===== src/rtl/activation_control.sv =====
// Activation unit sequencer: streams LENGTH accumulator rows through the activation pipeline into the
// unified buffer, aligning read strobes, function/sign and write strobes.
package activation_control_pkg;
    typedef enum logic [1:0] {
        NO_ACTIVATION = 2'd0,
        RELU          = 2'd1,
        SIGMOID       = 2'd2
    } activation_type;
endpackage

module activation_control
    import activation_control_pkg::*;
#(
    parameter int ACC_ADDR_WIDTH   = 9,
    parameter int BUF_ADDR_WIDTH   = 24,
    parameter int LENGTH_WIDTH     = 16,
    parameter int ACC_READ_LATENCY = 2,
    parameter int ACT_LATENCY      = 3
) (
    input  logic                 clk,
    input  logic                 rst,
    activation_control_if.master bus
);
    localparam int L = ACC_READ_LATENCY + ACT_LATENCY;

    typedef enum logic [1:0] {IDLE, READ, DRAIN} state_t;

    state_t                    state, state_nxt;
    logic [ACC_ADDR_WIDTH-1:0] rd_addr;
    logic [BUF_ADDR_WIDTH-1:0] wr_addr;
    logic [LENGTH_WIDTH-1:0]   rd_cnt, wr_cnt;
    activation_type            fn_q;
    logic                      sgn_q;
    logic [L-1:0]              vld_p;
    activation_type            fn_dly [ACC_READ_LATENCY];
    logic [ACC_READ_LATENCY-1:0] sgn_dly;
    logic                      done_q;
    logic                      accept, rd_en, wr_en, last_rd, last_wr, act_vld;

    assign accept  = bus.instr_valid && (state == IDLE);
    assign rd_en   = (state == READ);
    assign wr_en   = vld_p[L-1];
    assign last_rd = rd_en && (rd_cnt == LENGTH_WIDTH'(1));
    assign last_wr = wr_en && (wr_cnt == LENGTH_WIDTH'(1));
    // Read data reaches the activation input ACC_READ_LATENCY cycles after its strobe.
    assign act_vld = vld_p[ACC_READ_LATENCY-1];

    always_comb begin
        state_nxt = state;
        case (state)
            IDLE:    if (accept && (bus.instr_length != '0)) state_nxt = READ;
            READ:    if (last_rd) state_nxt = DRAIN;
            DRAIN:   if (last_wr) state_nxt = IDLE;
            default: state_nxt = IDLE;
        endcase
    end

    always_ff @(posedge clk or negedge rst) begin
        if (!rst) begin
            state   <= IDLE;
            rd_addr <= '0;
            wr_addr <= '0;
            rd_cnt  <= '0;
            wr_cnt  <= '0;
            fn_q    <= NO_ACTIVATION;
            sgn_q   <= 1'b0;
            vld_p   <= '0;
            sgn_dly <= '0;
            done_q  <= 1'b0;
            for (int k = 0; k < ACC_READ_LATENCY; k++) fn_dly[k] <= NO_ACTIVATION;
        end else begin
            state  <= state_nxt;
            done_q <= (accept && (bus.instr_length == '0)) || last_wr;
            if (accept) begin
                rd_addr <= bus.instr_acc_addr;
                wr_addr <= bus.instr_buf_addr;
                rd_cnt  <= bus.instr_length;
                wr_cnt  <= bus.instr_length;
                fn_q    <= activation_type'(bus.instr_function);
                sgn_q   <= bus.instr_signed;
            end else begin
                if (rd_en) begin
                    rd_addr <= rd_addr + ACC_ADDR_WIDTH'(1);
                    rd_cnt  <= rd_cnt - LENGTH_WIDTH'(1);
                end
                if (wr_en) begin
                    wr_addr <= wr_addr + BUF_ADDR_WIDTH'(1);
                    wr_cnt  <= wr_cnt - LENGTH_WIDTH'(1);
                end
            end
            // Per-row valid and function/sign delay lines
            vld_p[0]   <= rd_en;
            fn_dly[0]  <= fn_q;
            sgn_dly[0] <= sgn_q;
            for (int k = 1; k < L; k++) vld_p[k] <= vld_p[k-1];
            for (int k = 1; k < ACC_READ_LATENCY; k++) begin
                fn_dly[k]  <= fn_dly[k-1];
                sgn_dly[k] <= sgn_dly[k-1];
            end
        end
    end

    assign bus.instr_ready  = (state == IDLE);
    assign bus.busy         = (state != IDLE);
    assign bus.act_enable   = (state != IDLE);
    assign bus.acc_rd_en    = rd_en;
    assign bus.acc_rd_addr  = rd_addr;
    assign bus.act_function = act_vld ? fn_dly[ACC_READ_LATENCY-1] : NO_ACTIVATION;
    assign bus.act_signed   = act_vld && sgn_dly[ACC_READ_LATENCY-1];
    assign bus.buf_wr_en    = wr_en;
    assign bus.buf_wr_addr  = wr_addr;
    assign bus.done         = done_q;
endmodule


===== src/rtl/activation_control_if.sv =====
// Instruction, accumulator-read, activation-control and buffer-write signals of the activation sequencer.
// Function fields carry activation_control_pkg::activation_type encodings (0 none, 1 relu, 2 sigmoid).
interface activation_control_if #(
    parameter int ACC_ADDR_WIDTH = 9,
    parameter int BUF_ADDR_WIDTH = 24,
    parameter int LENGTH_WIDTH   = 16
);
    logic                      instr_valid;
    logic                      instr_ready;
    logic [ACC_ADDR_WIDTH-1:0] instr_acc_addr;
    logic [BUF_ADDR_WIDTH-1:0] instr_buf_addr;
    logic [LENGTH_WIDTH-1:0]   instr_length;
    logic [1:0]                instr_function;
    logic                      instr_signed;
    logic                      acc_rd_en;
    logic [ACC_ADDR_WIDTH-1:0] acc_rd_addr;
    logic                      act_enable;
    logic [1:0]                act_function;
    logic                      act_signed;
    logic                      buf_wr_en;
    logic [BUF_ADDR_WIDTH-1:0] buf_wr_addr;
    logic                      busy;
    logic                      done;

    modport master (
        input  instr_valid, instr_acc_addr, instr_buf_addr, instr_length, instr_function, instr_signed,
        output instr_ready, acc_rd_en, acc_rd_addr, act_enable, act_function, act_signed,
               buf_wr_en, buf_wr_addr, busy, done
    );

    modport slave (
        output instr_valid, instr_acc_addr, instr_buf_addr, instr_length, instr_function, instr_signed,
        input  instr_ready, acc_rd_en, acc_rd_addr, act_enable, act_function, act_signed,
               buf_wr_en, buf_wr_addr, busy, done
    );
endinterface


===== src/flat_wrapper.sv =====
// flat-port wrapper written by rule: the top's interface ports become plain ports
module activation_control_flat import activation_control_pkg::*;
#(
    parameter int ACC_ADDR_WIDTH   = 9,
    parameter int BUF_ADDR_WIDTH   = 24,
    parameter int LENGTH_WIDTH     = 16,
    parameter int ACC_READ_LATENCY = 2,
    parameter int ACT_LATENCY      = 3
)
  (clk, rst, bus_instr_valid, bus_instr_acc_addr, bus_instr_buf_addr, bus_instr_length, bus_instr_function, bus_instr_signed, bus_instr_ready, bus_acc_rd_en, bus_acc_rd_addr, bus_act_enable, bus_act_function, bus_act_signed, bus_buf_wr_en, bus_buf_wr_addr, bus_busy, bus_done);
  activation_control_if #(.ACC_ADDR_WIDTH(ACC_ADDR_WIDTH), .BUF_ADDR_WIDTH(BUF_ADDR_WIDTH), .LENGTH_WIDTH(LENGTH_WIDTH)) bus_i ();
  input  logic clk;
  input  logic rst;
  input wire logic [$bits(bus_i.instr_valid)-1:0] bus_instr_valid;
  input wire logic [$bits(bus_i.instr_acc_addr)-1:0] bus_instr_acc_addr;
  input wire logic [$bits(bus_i.instr_buf_addr)-1:0] bus_instr_buf_addr;
  input wire logic [$bits(bus_i.instr_length)-1:0] bus_instr_length;
  input wire logic [$bits(bus_i.instr_function)-1:0] bus_instr_function;
  input wire logic [$bits(bus_i.instr_signed)-1:0] bus_instr_signed;
  output wire logic [$bits(bus_i.instr_ready)-1:0] bus_instr_ready;
  output wire logic [$bits(bus_i.acc_rd_en)-1:0] bus_acc_rd_en;
  output wire logic [$bits(bus_i.acc_rd_addr)-1:0] bus_acc_rd_addr;
  output wire logic [$bits(bus_i.act_enable)-1:0] bus_act_enable;
  output wire logic [$bits(bus_i.act_function)-1:0] bus_act_function;
  output wire logic [$bits(bus_i.act_signed)-1:0] bus_act_signed;
  output wire logic [$bits(bus_i.buf_wr_en)-1:0] bus_buf_wr_en;
  output wire logic [$bits(bus_i.buf_wr_addr)-1:0] bus_buf_wr_addr;
  output wire logic [$bits(bus_i.busy)-1:0] bus_busy;
  output wire logic [$bits(bus_i.done)-1:0] bus_done;
  assign bus_i.instr_valid = bus_instr_valid;
  assign bus_i.instr_acc_addr = bus_instr_acc_addr;
  assign bus_i.instr_buf_addr = bus_instr_buf_addr;
  assign bus_i.instr_length = bus_instr_length;
  assign bus_i.instr_function = bus_instr_function;
  assign bus_i.instr_signed = bus_instr_signed;
  assign bus_instr_ready = bus_i.instr_ready;
  assign bus_acc_rd_en = bus_i.acc_rd_en;
  assign bus_acc_rd_addr = bus_i.acc_rd_addr;
  assign bus_act_enable = bus_i.act_enable;
  assign bus_act_function = bus_i.act_function;
  assign bus_act_signed = bus_i.act_signed;
  assign bus_buf_wr_en = bus_i.buf_wr_en;
  assign bus_buf_wr_addr = bus_i.buf_wr_addr;
  assign bus_busy = bus_i.busy;
  assign bus_done = bus_i.done;
  activation_control #(.ACC_ADDR_WIDTH(ACC_ADDR_WIDTH), .BUF_ADDR_WIDTH(BUF_ADDR_WIDTH), .LENGTH_WIDTH(LENGTH_WIDTH), .ACC_READ_LATENCY(ACC_READ_LATENCY), .ACT_LATENCY(ACT_LATENCY)) u_core (.clk(clk), .rst(rst), .bus(bus_i));
endmodule

===== config.mk =====
export PLATFORM = sky130hd
export DESIGN_NAME = activation_control_flat
export DESIGN_NICKNAME = d
export VERILOG_FILES = /design/src/rtl/activation_control.sv /design/src/rtl/activation_control_if.sv /design/src/flat_wrapper.sv
export SDC_FILE = /design/constraint.sdc
export NUM_CORES = 1
export LEC_CHECK = 0
export CAP_MARGIN = 20
export CORE_ASPECT_RATIO = 0.8
export CORE_MARGIN = 2
export CORE_UTILIZATION = 35
export CTS_CLUSTER_DIAMETER = 120
export DETAILED_ROUTE_END_ITERATION = 16
export GPL_ROUTABILITY_DRIVEN = 0
export GPL_TIMING_DRIVEN = 0
export HOLD_SLACK_MARGIN = 0.08
export SLEW_MARGIN = 15
export SYNTH_ARGS = -nofsm -noshare
export SYNTH_HDL_FRONTEND = slang
export SYNTH_SLANG_ARGS = --single-unit

===== constraint.sdc =====
create_clock -name clk -period 2.2 [get_ports clk]
set_input_delay 0.55 -clock clk [delete_from_list [all_inputs] [get_ports clk]]
set_output_delay 0.55 -clock clk [all_outputs]
set_load 0.1 [all_outputs]

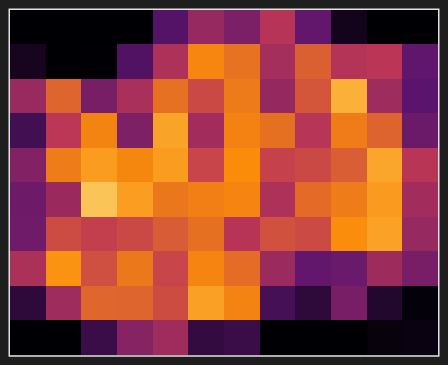
(run_1/density.png)
The die is cut into 12 by 10 equal tiles; black is low, pale yellow is high, 0 to 100% covered.
nearly empty tiles: 13%
fullest tile: 87%
tiles over 75% full: 11%
mean over tiles: 44%
Core Box Area: 0.01102 sq mm
Starting Density: 36.38%
final standard cell utilization of the core: 50.98%

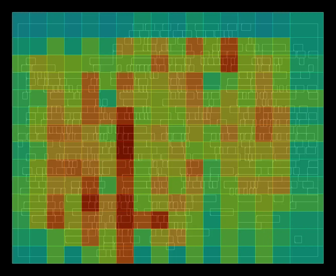
(run_1/final_congestion.png)
Total GRT Usage: 19.08%
global-route met2 utilization: 28.66%
layer with the highest usage after global routing: met2

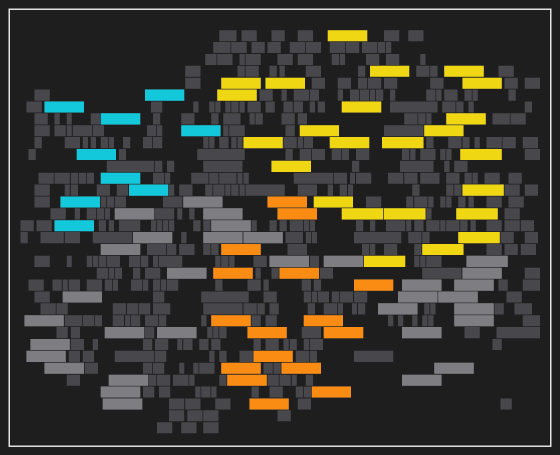
(run_1/registers.png)
Other sequential cells in the stronger gray, the rest of the logic in the fainter gray.
[yellow] u_core.bus.buf_wr_addr | flops: 24
[orange] u_core.wr_cnt | flops: 16
[cyan] u_core.bus.acc_rd_addr | flops: 9
not colored: 33
sequential fraction of total cell area: 36.76%
flip-flop and latch area: 0.002064 sq mm

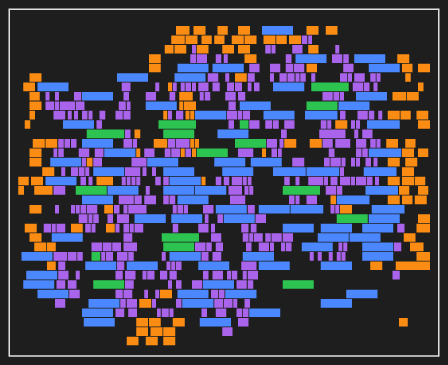
(run_1/cell_classes.png)
[green] clock drivers and dummy loads | cells: 16 | share of their area: 7.2%
[blue] flip-flops | cells: 82 | share of their area: 38%
[purple] all other logic | cells: 318 | share of their area: 35%
[orange] other buffers and delay cells | cells: 118 | share of their area: 20%
num rows: 34
Finished Cell Area: 0.005617 sq mm

==> run notes, run 1 <==
Implementation progress

The largest net degree at the start of global routing stands at 47. The post-route DRC violation count stands at 0. The share of the yosys chip area belonging to registers stands at 51.19%.

Per the post-route antenna check, the number of violating nets is 0. The critical path in this run is classified as reg -> reg. For this run, the top clock speed supported by timing is 0.4577 GHz. Yosys mapped the design onto 39 distinct sky130hd cell types. The tree is rooted in a sky130_fd_sc_hd__clkbuf_16. Dividing the final minimum period by the clock period gives 99.30%.

The global routing usage on met3 stands at 5.161%. Counting the buffers created by CTS gives 9. Across the routed clock network, the largest skew measured is 0.005198 ns. TritonCTS built the clock tree.

The maximum number of buffers from clock root to sink stands at 2. The worst setup path is captured at a flip-flop. Summed over its instances, the top area cell type makes up 51.19% of the synthesized netlist area. The die area stands at 0.01233 sq mm. The worst setup path is launched from a flip-flop. The report lists the cells along the critical path as or4_4, or4_4, and4bb_1, mux2i_1, nand3_1. For this run, the script counts the antenna cells in the layout as 0.

Among all cell types in the netlist, the one instantiated most often is sky130_fd_sc_hd__dfrtp_1. The detailed router's first-iteration violation count stands at 275. Input and output buffers added on the ports amount to 96. The cell count listed in synth_stat.txt stands at 417. The die boundary height stands at 99.73 um.

Setup repair after global routing could not meet its margin everywhere. The worst path meets setup with 0.01530 ns of slack. Counting flops and latches in the post-synthesis netlist gives 82. After synthesis, the cell types taking the most area are sky130_fd_sc_hd__dfrtp_1, sky130_fd_sc_hd__nand2_1, sky130_fd_sc_hd__xor2_1. The registers of the reported paths see a clock transition of 0.06 ns.

For this run, the slowest stage of the critical path takes 0.56 ns. The most critical setup path has its endpoint at u_core.rd_cnt[15]. The report puts the hold buffer count at CTS at 0.

The flow ran to the end, and the final reports show no timing, DRC or antenna violations. In this run, synthesis inferred 0 flip-flops with an integrated enable. The number of global-route vias before repair stands at 3461. The detailed-route wire length per cell stands at 16.66 um. The total I/O pin count stands at 97.

The multi-input combinational cells in the finished layout cover a total of 0.001884 sq mm. Looking at the clock tree report, the H-tree level count equals 3. The biggest area contributor in the post-synthesis netlist is sky130_fd_sc_hd__dfrtp_1.

-- run 1: area by class of cell --
| type | count | share of cell area (%) |
|---|---|---|
| clock inverters | 7 | 2.941 |
| repair buffers | 101 | 17.55 |
| multi-input cells | 310 | 33.55 |
| plain buffers | 17 | 1.448 |
| clock buffers | 9 | 4.010 |
| well taps | 144 | 3.208 |
| flip-flops and latches | 82 | 36.76 |
| inverters | 8 | 0.5346 |
-- run 1: worst max-delay path: cells and delay by family (launching register included) --
kind,cells,cell delay (ns)
simple gates,4,1.49
flops,1,0.39
mux,1,0.19
-- run 1: kinds of logic (layout without fill, tap and decap cells) --
kind of cell / after synthesis / in the layout / share of synthesized area, %
compound gates: 83 / 83 / 12.86
xor+xnor: 38 / 38 / 8.302
fa+ha+maj: 6 / 6 / 1.873
buf+inv: 25 / 142 / 2.466
flops: 82 / 82 / 51.19
mux: 3 / 3 / 0.7803
simple gates: 180 / 180 / 22.53
-- run 1: stage by stage --
| stage | setup TNS, ns | instances | hold WS, ns | cell area (sq um) |
|---|---|---|---|---|
| 2_1_floorplan | -0.2891 | 417 | 0.2544 | 4044 |
| 3_3_place_gp | -218.92 | 657 | 0.3315 | 5185 |
| 3_5_place_dp | -10.01 | 658 | 0.3347 | 5210 |
| 4_1_cts | 0 | 674 | 0.1854 | 5594 |
| 5_1_grt | -0.03646 | 678 | 0.2081 | 5617 |
| 6_report | 0 | 678 | 0.1739 | 5617 |
-- run 1: sequential cells by signal (all words and copies together), names as in the netlist --
name,flops
u_core.bus.buf_wr_addr,24
u_core.rd_cnt,16
u_core.wr_cnt,16
u_core.bus.done,1
u_core.fn_q,2
u_core.state,2
u_core.bus.acc_rd_addr,9
u_core.sgn_q,1
u_core.sgn_dly,2
u_core.vld_p,5
u_core.fn_dly,4
==> run_1/drive_strength.png <==
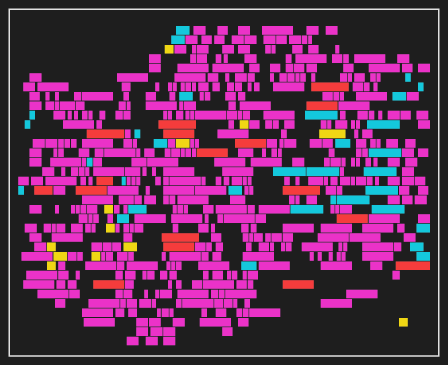

==> run 2, diff against run 1 <==
--- a/config.mk
+++ b/config.mk
@@ -8,12 +8,13 @@
 export CAP_MARGIN = 20
 export CORE_ASPECT_RATIO = 0.8
 export CORE_MARGIN = 2
-export CORE_UTILIZATION = 35
+export CORE_UTILIZATION = 45
 export CTS_CLUSTER_DIAMETER = 120
 export DETAILED_ROUTE_END_ITERATION = 16
 export GPL_ROUTABILITY_DRIVEN = 0
 export GPL_TIMING_DRIVEN = 0
 export HOLD_SLACK_MARGIN = 0.08
+export PLACE_DENSITY = 0.77
 export SLEW_MARGIN = 15
 export SYNTH_ARGS = -nofsm -noshare
 export SYNTH_HDL_FRONTEND = slang
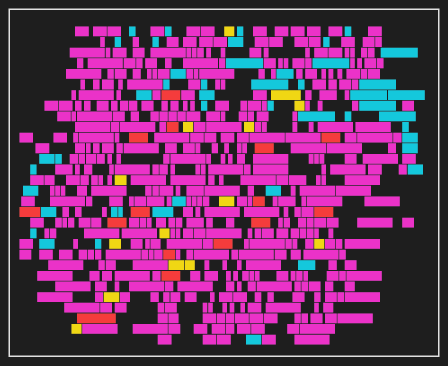
(run_2/drive_strength.png)
[cyan] drive 2 | cells: 47 | share: 8.8%
[yellow] drive 3 to 4 | cells: 14 | share: 2.6%
[red] drive 6 and up | cells: 15 | share: 2.8%
[magenta] drive 1 or less | cells: 458 | share: 86%
post-synthesis to final-layout area growth: 33.02%
Finished Cell Area: 0.005333 sq mm
setup slack of the critical path after layout: 0.03140 ns
nonclk buf count: 118

==> run 2 against run 1 <==
  * Cell count fell by 4.7%
  * Global-route usage grew 4.2 points
  * Critical path depth is the same
  * Wire length fell by 5.2%
  * First-iteration DRC count grew 6.9%
  * Register-to-register slack better by 0.02 ns
  * Non-clock buffer count did not move
  * Maximum frequency rose by 0.74%
  * Synthesized area is the same
  * Critical endpoint unchanged
==> run notes, run 2 <==
Implementation progress

The run finished with clean final reports. For this run, the number of standard cells in the final layout without fillers is 646. The largest net degree at the start of global routing stands at 51.

The tally of nets with antenna violations remaining after routing stands at 0. The number of global-route vias before repair is 3434. Yosys mapped a number of flops with a built-in enable equal to 0. The post-route clock period utilization stands at 98.57%. Yosys reports that the leading cell type by area covers 51.19% of the netlist area. The H-tree depth stands at 3.

The critical path is of the reg -> reg type. According to the floorplan report, the placeable core area is 0.008558 sq mm. The worst setup path is launched from a flip-flop. The total number of placement rows stands at 30. Ranked by total cell area, the synthesized netlist is headed by sky130_fd_sc_hd__dfrtp_1, sky130_fd_sc_hd__nand2_1, sky130_fd_sc_hd__xor2_1. Based on the critical path, the design can be clocked at up to 0.4611 GHz. TritonCTS built the clock tree. The flip-flop and latch count after synthesis stands at 82. The number of diodes added for antenna fixing stands at 0. The worst hold margin stands at 0.1262 ns. The cell area reported after detailed placement stands at 0.005170 sq mm. Synthesis instantiated 39 different standard cells from the library. Sequential cells were found to cover 51.19% of the synthesized design area. The post-route DRC violation count stands at 0. The number of buffers added by the clock tree synthesis step stands at 9. The critical path's largest stage delay stands at 0.55 ns. The share of the core area taken by cells at floorplan is 46.84%. The share of the core filled with cells stands at 62.31%. The worst setup skew after layout stands at 0.009375 ns. The count of hold-fix buffers inserted at cts stands at 0.

Setup repair after global routing could not meet its margin everywhere. As logged by OpenROAD, the buffers inserted on ports number 96. For reference, the clock transition at the flip-flops on the worst setup and hold paths is 0.09 ns. CTS placed an instance of sky130_fd_sc_hd__clkbuf_8 at the clock tree root. Dividing the detail-routed wire length by the instance count gives 16.58 um. The total I/O pin count stands at 97.

STA classifies the critical path endpoint as a flip-flop.
## run 2: area by class of cell
type / instances / area, sq um
flip-flops and latches: 82 / 2064
multi-input cells: 310 / 1884
fillers: 711 / 3226
inverters: 8 / 30.03
plain buffers: 17 / 81.33
clock inverters: 7 / 58.81
well taps: 112 / 140.1
repair buffers: 101 / 949.7
clock buffers: 9 / 123.9
## run 2: per-layer routing
metal	part of all wire, %	vias up	track usage (%)
met2	46	133	35.13
met1	46	1757	34.25
li1	-	1722	-
met4	1.5	0	7.020
met5	0	-	0
met3	6.6	18	4.566
## run 2: how the worst max path moves through the flow
stage,slack (ns),start,depth (start not counted),to
5_1_grt,-0.08,u_core.rd_cnt[7],5,u_core.rd_cnt[15]
6_report,0.03,u_core.rd_cnt[7],5,u_core.rd_cnt[15]
3_3_place_gp,-2.60,rst,1,u_core.bus.buf_wr_addr[6]
4_1_cts,0.00005,u_core.bus.buf_wr_addr[11],1,bus_buf_wr_addr[11]
2_1_floorplan,-0.29,u_core.state[0],3,bus_busy
3_5_place_dp,-0.71,u_core.state[1],4,bus_acc_rd_en
## run 2: worst max-delay path: cells and delay by family, from the launching register on
| kind | cells | cell delay [ns] |
|---|---|---|
| AND/OR/NAND/NOR | 4 | 1.46 |
| flip-flops | 1 | 0.40 |
| multiplexers | 1 | 0.18 |
## run 2: cell families (layout without fill, tap and decap cells)
kind of cell | count (synthesis) | count (layout) | share of synthesized area [%]
AND/OR/NAND/NOR | 180 | 180 | 22.53
multiplexers | 3 | 3 | 0.7803
adder cells (fa/ha/maj) | 6 | 6 | 1.873
XOR/XNOR | 38 | 38 | 8.302
flip-flops | 82 | 82 | 51.19
buffers and inverters | 25 | 142 | 2.466
AND-OR/OR-AND | 83 | 83 | 12.86
